## config.mk

```make
export PLATFORM = sky130hd
export DESIGN_NAME = imm_issue_ctrl
export DESIGN_NICKNAME = d
export VERILOG_FILES = /design/src/rtl/imm_issue_ctrl.sv
export SDC_FILE = /design/constraint.sdc
export NUM_CORES = 1
export LEC_CHECK = 0
export CAP_MARGIN = 15
export CORE_ASPECT_RATIO = 1.2
export CORE_MARGIN = 2
export CORE_UTILIZATION = 30
export CTS_CLUSTER_DIAMETER = 50
export DETAILED_ROUTE_END_ITERATION = 10
export GPL_ROUTABILITY_DRIVEN = 0
export GPL_TIMING_DRIVEN = 0
export PLACE_DENSITY_LB_ADDON = 0.1
export SYNTH_ARGS = -nofsm -noshare
export SYNTH_HDL_FRONTEND = slang
export SYNTH_SLANG_ARGS = --single-unit
```

## constraint.sdc

```tcl
create_clock -name clk -period 4.2 [get_ports clk]
set_input_delay 0.84 -clock clk [delete_from_list [all_inputs] [get_ports clk]]
set_output_delay 0.84 -clock clk [all_outputs]
set_load 0.03 [all_outputs]
```

## src/rtl/imm_issue_ctrl.sv

```systemverilog
// rtl/imm_issue_ctrl.sv - ID-stage 2-entry issue queue with immediate-select decode
// Drives the shared immediate generator from the queue head and hands results to ID/EX.
module imm_issue_ctrl #(
  parameter int PC_W  = 32,
  parameter int CNT_W = 8
) (
  input  logic             clk,
  input  logic             nrst,
  input  logic             in_valid,
  output logic             in_ready,
  input  logic [31:0]      in_inst,
  input  logic [PC_W-1:0]  in_pc,
  input  logic             flush,
  output logic [2:0]       ssf_sel,
  output logic [24:0]      ssf_inst,
  input  logic [31:0]      ssf_imm,
  output logic             out_valid,
  input  logic             out_ready,
  output logic [31:0]      out_inst,
  output logic [PC_W-1:0]  out_pc,
  output logic [31:0]      out_imm,
  output logic             out_imm_vld,
  output logic             out_illegal,
  output logic [CNT_W-1:0] issued_cnt
);

  typedef enum logic [1:0] {
    S_EMPTY = 2'd0,
    S_ONE   = 2'd1,
    S_FULL  = 2'd2
  } state_t;

  state_t           r_state;
  state_t           w_state_nxt;
  logic [31:0]      r_inst [2];
  logic [PC_W-1:0]  r_pc   [2];
  logic             r_rd;
  logic             r_wr;
  logic [CNT_W-1:0] r_issued;

  logic             w_push;
  logic             w_pop;
  logic [31:0]      w_head_inst;
  logic [PC_W-1:0]  w_head_pc;
  logic [2:0]       w_sel;
  logic             w_imm_vld;
  logic             w_illegal;

  assign in_ready    = (r_state != S_FULL);
  assign out_valid   = (r_state != S_EMPTY);
  assign w_push      = in_valid & in_ready;
  assign w_pop       = out_valid & out_ready;
  assign w_head_inst = r_inst[r_rd];
  assign w_head_pc   = r_pc[r_rd];
  assign issued_cnt  = r_issued;

  always_comb begin
    w_state_nxt = r_state;
    case (r_state)
      S_EMPTY: if (w_push) w_state_nxt = S_ONE;
      S_ONE: begin
        if (w_push && !w_pop)      w_state_nxt = S_FULL;
        else if (w_pop && !w_push) w_state_nxt = S_EMPTY;
      end
      S_FULL:  if (w_pop) w_state_nxt = S_ONE;
      default: w_state_nxt = S_EMPTY;
    endcase
    // Redirect wins over everything, including a push in the same cycle.
    if (flush) w_state_nxt = S_EMPTY;
  end

  always_ff @(posedge clk or negedge nrst) begin
    if (!nrst) begin
      r_state  <= S_EMPTY;
      r_rd     <= 1'b0;
      r_wr     <= 1'b0;
      r_issued <= '0;
      r_inst[0] <= '0;
      r_inst[1] <= '0;
      r_pc[0]   <= '0;
      r_pc[1]   <= '0;
    end else begin
      r_state <= w_state_nxt;
      if (w_pop) r_issued <= r_issued + CNT_W'(1);
      if (flush) begin
        r_rd <= 1'b0;
        r_wr <= 1'b0;
      end else begin
        if (w_push) begin
          r_inst[r_wr] <= in_inst;
          r_pc[r_wr]   <= in_pc;
          r_wr         <= ~r_wr;
        end
        if (w_pop) r_rd <= ~r_rd;
      end
    end
  end

  always_comb begin
    w_sel     = 3'd0;
    w_imm_vld = 1'b0;
    w_illegal = 1'b0;
    if (w_head_inst[1:0] != 2'b11) begin
      w_illegal = 1'b1;
    end else begin
      case (w_head_inst[6:0])
        7'b0010011, 7'b0000011, 7'b1100111: begin w_sel = 3'd0; w_imm_vld = 1'b1; end
        7'b0100011:                         begin w_sel = 3'd1; w_imm_vld = 1'b1; end
        7'b0110111, 7'b0010111:             begin w_sel = 3'd2; w_imm_vld = 1'b1; end
        7'b1100011:                         begin w_sel = 3'd3; w_imm_vld = 1'b1; end
        7'b1101111:                         begin w_sel = 3'd4; w_imm_vld = 1'b1; end
        7'b0110011, 7'b0001111, 7'b1110011: w_sel = 3'd0;
        default:                            w_illegal = 1'b1;
      endcase
    end
  end

  // Everything downstream reads zero when no head entry is presented.
  assign ssf_sel     = out_valid ? w_sel : 3'd0;
  assign ssf_inst    = out_valid ? w_head_inst[31:7] : 25'd0;
  assign out_inst    = out_valid ? w_head_inst : 32'd0;
  assign out_pc      = out_valid ? w_head_pc : '0;
  assign out_imm_vld = out_valid & w_imm_vld;
  assign out_illegal = out_valid & w_illegal;
  assign out_imm     = (out_valid && w_imm_vld) ? ssf_imm : 32'd0;

endmodule

```

**Ports around the boundary**

Scale: 2 px per µm. Pins as bars across the die edge, other pins in gray.
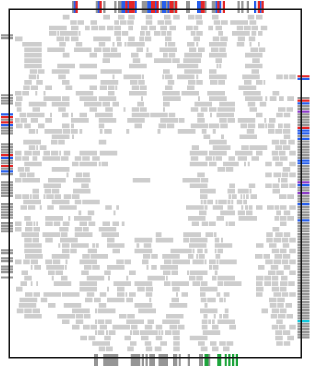
purple -> ssf_sel  # pins 3, direction output, edge right
cyan -> out_valid  # pins 1, direction output, edge right
red -> ssf_inst  # pins 25, direction output, edge 18 top, 4 left, 3 right
green -> issued_cnt  # pins 8, direction output, edge bottom
blue -> out_inst  # pins 32, direction output, edge 18 top, 10 right, 4 left
all pins by edge = 91 right, 56 top, 50 left, 40 bottom

**Metal layers overlaid**

Scale: 1.5 px per µm. Only two layers are drawn.
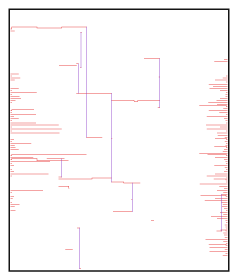
red -> M3  # wire length 1200 µm
purple -> M4  # wire length 292 µm

==> flow_metrics.env <==
# implementation run metrics
export IMPL_status="complete, no violations"
export IMPL_topCellsByArea="dfrtp_1 (49%), mux2_2 (18%), mux2i_1 (8.4%)"
export IMPL_regArea_mm2=0.00350
export IMPL_hold_path_class="input port to async pin"
export IMPL_ant_nets=0
export IMPL_die_w_um=145
export IMPL_place_area_mm2=0.00998
export IMPL_antenna_found_initial=0
export IMPL_layout_area_comb_mm2=0.00324
export IMPL_path_clk_slew_ns=0.06
export IMPL_clk_latency_ns=0.42
export IMPL_yosysTopAreaCell="dfrtp_1"
export IMPL_path_buffers=4
export IMPL_drt_initial_drc_count=124
export IMPL_cp_slowest_cell="clkdlybuf4s50_1"
export IMPL_tool_warnings=26
export IMPL_grt_overflow_total=0
export IMPL_mostFrequentLayoutCells="clkdlybuf4s50_1 (235), dfrtp_1 (140), mux2_2 (115), nor2_1 (70), mux2i_1 (60)"
export IMPL_slew_headroom_pct=49.8
export IMPL_path_class="register to output pin"
export IMPL_end_kind="output pin"
export IMPL_via_per_inst=4.51
export IMPL_grtUsageTotal_pct=15.3
export IMPL_cts_sinks=140
export IMPL_root_buffer="clkbuf_16"
export IMPL_ys_flops=140
export IMPL_maxSlewViolCount=0
export IMPL_edf_count=0
export IMPL_fmax_mhz=264
export IMPL_synthArstFlopShare_pct=100
export IMPL_wl_met3_um=1200
export IMPL_top_cells_by_count="dfrtp_1 (140), mux2_2 (115), nor2_1 (70)"
export IMPL_cpLargestDelayFamily="buffers and inverters"
export IMPL_cpPeakStageDelay_ns=0.58
export IMPL_grt_pass1_vias=5689
export IMPL_fp_util_pct=30.3
export IMPL_crit_fanout=10
export IMPL_drt_pass1_iterations=4
export IMPL_final_common_cell="clkdlybuf4s50_1"
export IMPL_cpMostUsedCell="nor2_1"
export IMPL_hpwl_um=13900
export IMPL_max_cap_violations=0
export IMPL_ctsHoldBuffers=0
export IMPL_ys_seq_share_pct=48.8
export IMPL_rsz0062_at_grt="no"
export IMPL_ff_type="dfrtp_1"
export IMPL_yosys_area_mm2=0.00719
export IMPL_top_cell_area_share_pct=48.8
export IMPL_route_detailed_drc=0
export IMPL_htree_levels=4
export IMPL_nNetsFinal=912
export IMPL_cts_repair_resized=0
export IMPL_synth_avg_cell_area_um2=13.0
export IMPL_n_antenna_cell=0
export IMPL_fin_area_mm2=0.0106
export IMPL_min_period_over_period_pct=90.1
export IMPL_ys_sh_mux_pct=30.4
export IMPL_critPathLaunchType="register"
export IMPL_io_buffers=236
export IMPL_die_y_um=174
export IMPL_synth_most_common_cell="dfrtp_1"
export IMPL_simple_gate_share_pct=6.58
export IMPL_ys_top_logic_family="multiplexers"
export IMPL_critPathRequiredTime_ns=3.36
export IMPL_drt_met1_wl_um=7630
export IMPL_syn_to_final_growth_pct=47.4
**Clock wiring as the flow saved it**

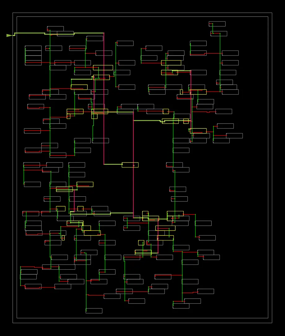
CTS buffer count: 17
flip-flops: 140
clock skew: 0.0108 ns

**Metal 4**

Scale: 2 px per µm.
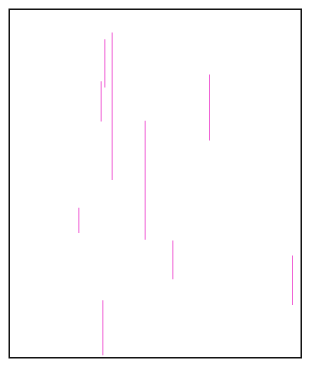
share of all routed wire = 1.6%
main direction = vertical
longest straight run = 73.4 µm
nets with wire on the layer = 5
wire length on this layer = 292 µm

## per-stage QoR
step	hold WS [ns]	power [mW]	setup TNS, ns	util (%)	instances
2_1_floorplan	0.457	2.97	0	-	554
3_3_place_gp	0.463	3.54	-448.70	41.9	1110
3_5_place_dp	0.474	3.60	0	42.0	1111
4_1_cts	0.430	5.19	0	44.6	1143
5_1_grt	0.450	5.40	0	44.6	1143
6_report	0.411	5.11	0	44.6	1143
## layer usage
layer | GRT usage [%] | vias to the layer above
met2 | 27.3 | 168
met4 | 4.74 | 0
met5 | 0 | -
li1 | - | 2439
met1 | 17.3 | 2522
met3 | 4.89 | 24
## path summary, 6_finish.rpt
check	startpoint	to	slack, ns	cells past startpoint
setup / recovery	r_state[1]$_DFFE_PN0P_	ssf_inst[11]	0.42	6
hold / removal	nrst	r_inst[27]$_DFFE_PN0P_	0.41	1
setup reg to reg	r_state[0]$_DFFE_PN0P_	r_inst[35]$_DFFE_PN0P_	2.14	5
hold reg to reg	r_inst[40]$_DFFE_PN0P_	r_inst[40]$_DFFE_PN0P_	0.48	1
max in group asynchronous	nrst	r_pc[26]$_DFFE_PN0P_	3.00	2
min in group clk	r_inst[40]$_DFFE_PN0P_	r_inst[40]$_DFFE_PN0P_	0.48	1
## power breakdown
group | total (mW) | internal (mW) | switching, mW
Clock | 1.57 | 0.974 | 0.591
Sequential | 1.94 | 1.72 | 0.222
Combinational | 1.60 | 0.829 | 0.775
Total | 5.11 | 3.53 | 1.59
## layout make-up
class                      instances  share of cell area, %
inverter                           1                 0.0354
tap                              320                   3.78
clock inverter                    11                   1.46
clock buffer                      21                   4.35
multi-input combinational        354                   30.6
sequential                       140                   33.1
buffer                            59                   4.13
timing repair buffer             237                   22.6
Power is estimated from default activity; no workload was simulated.
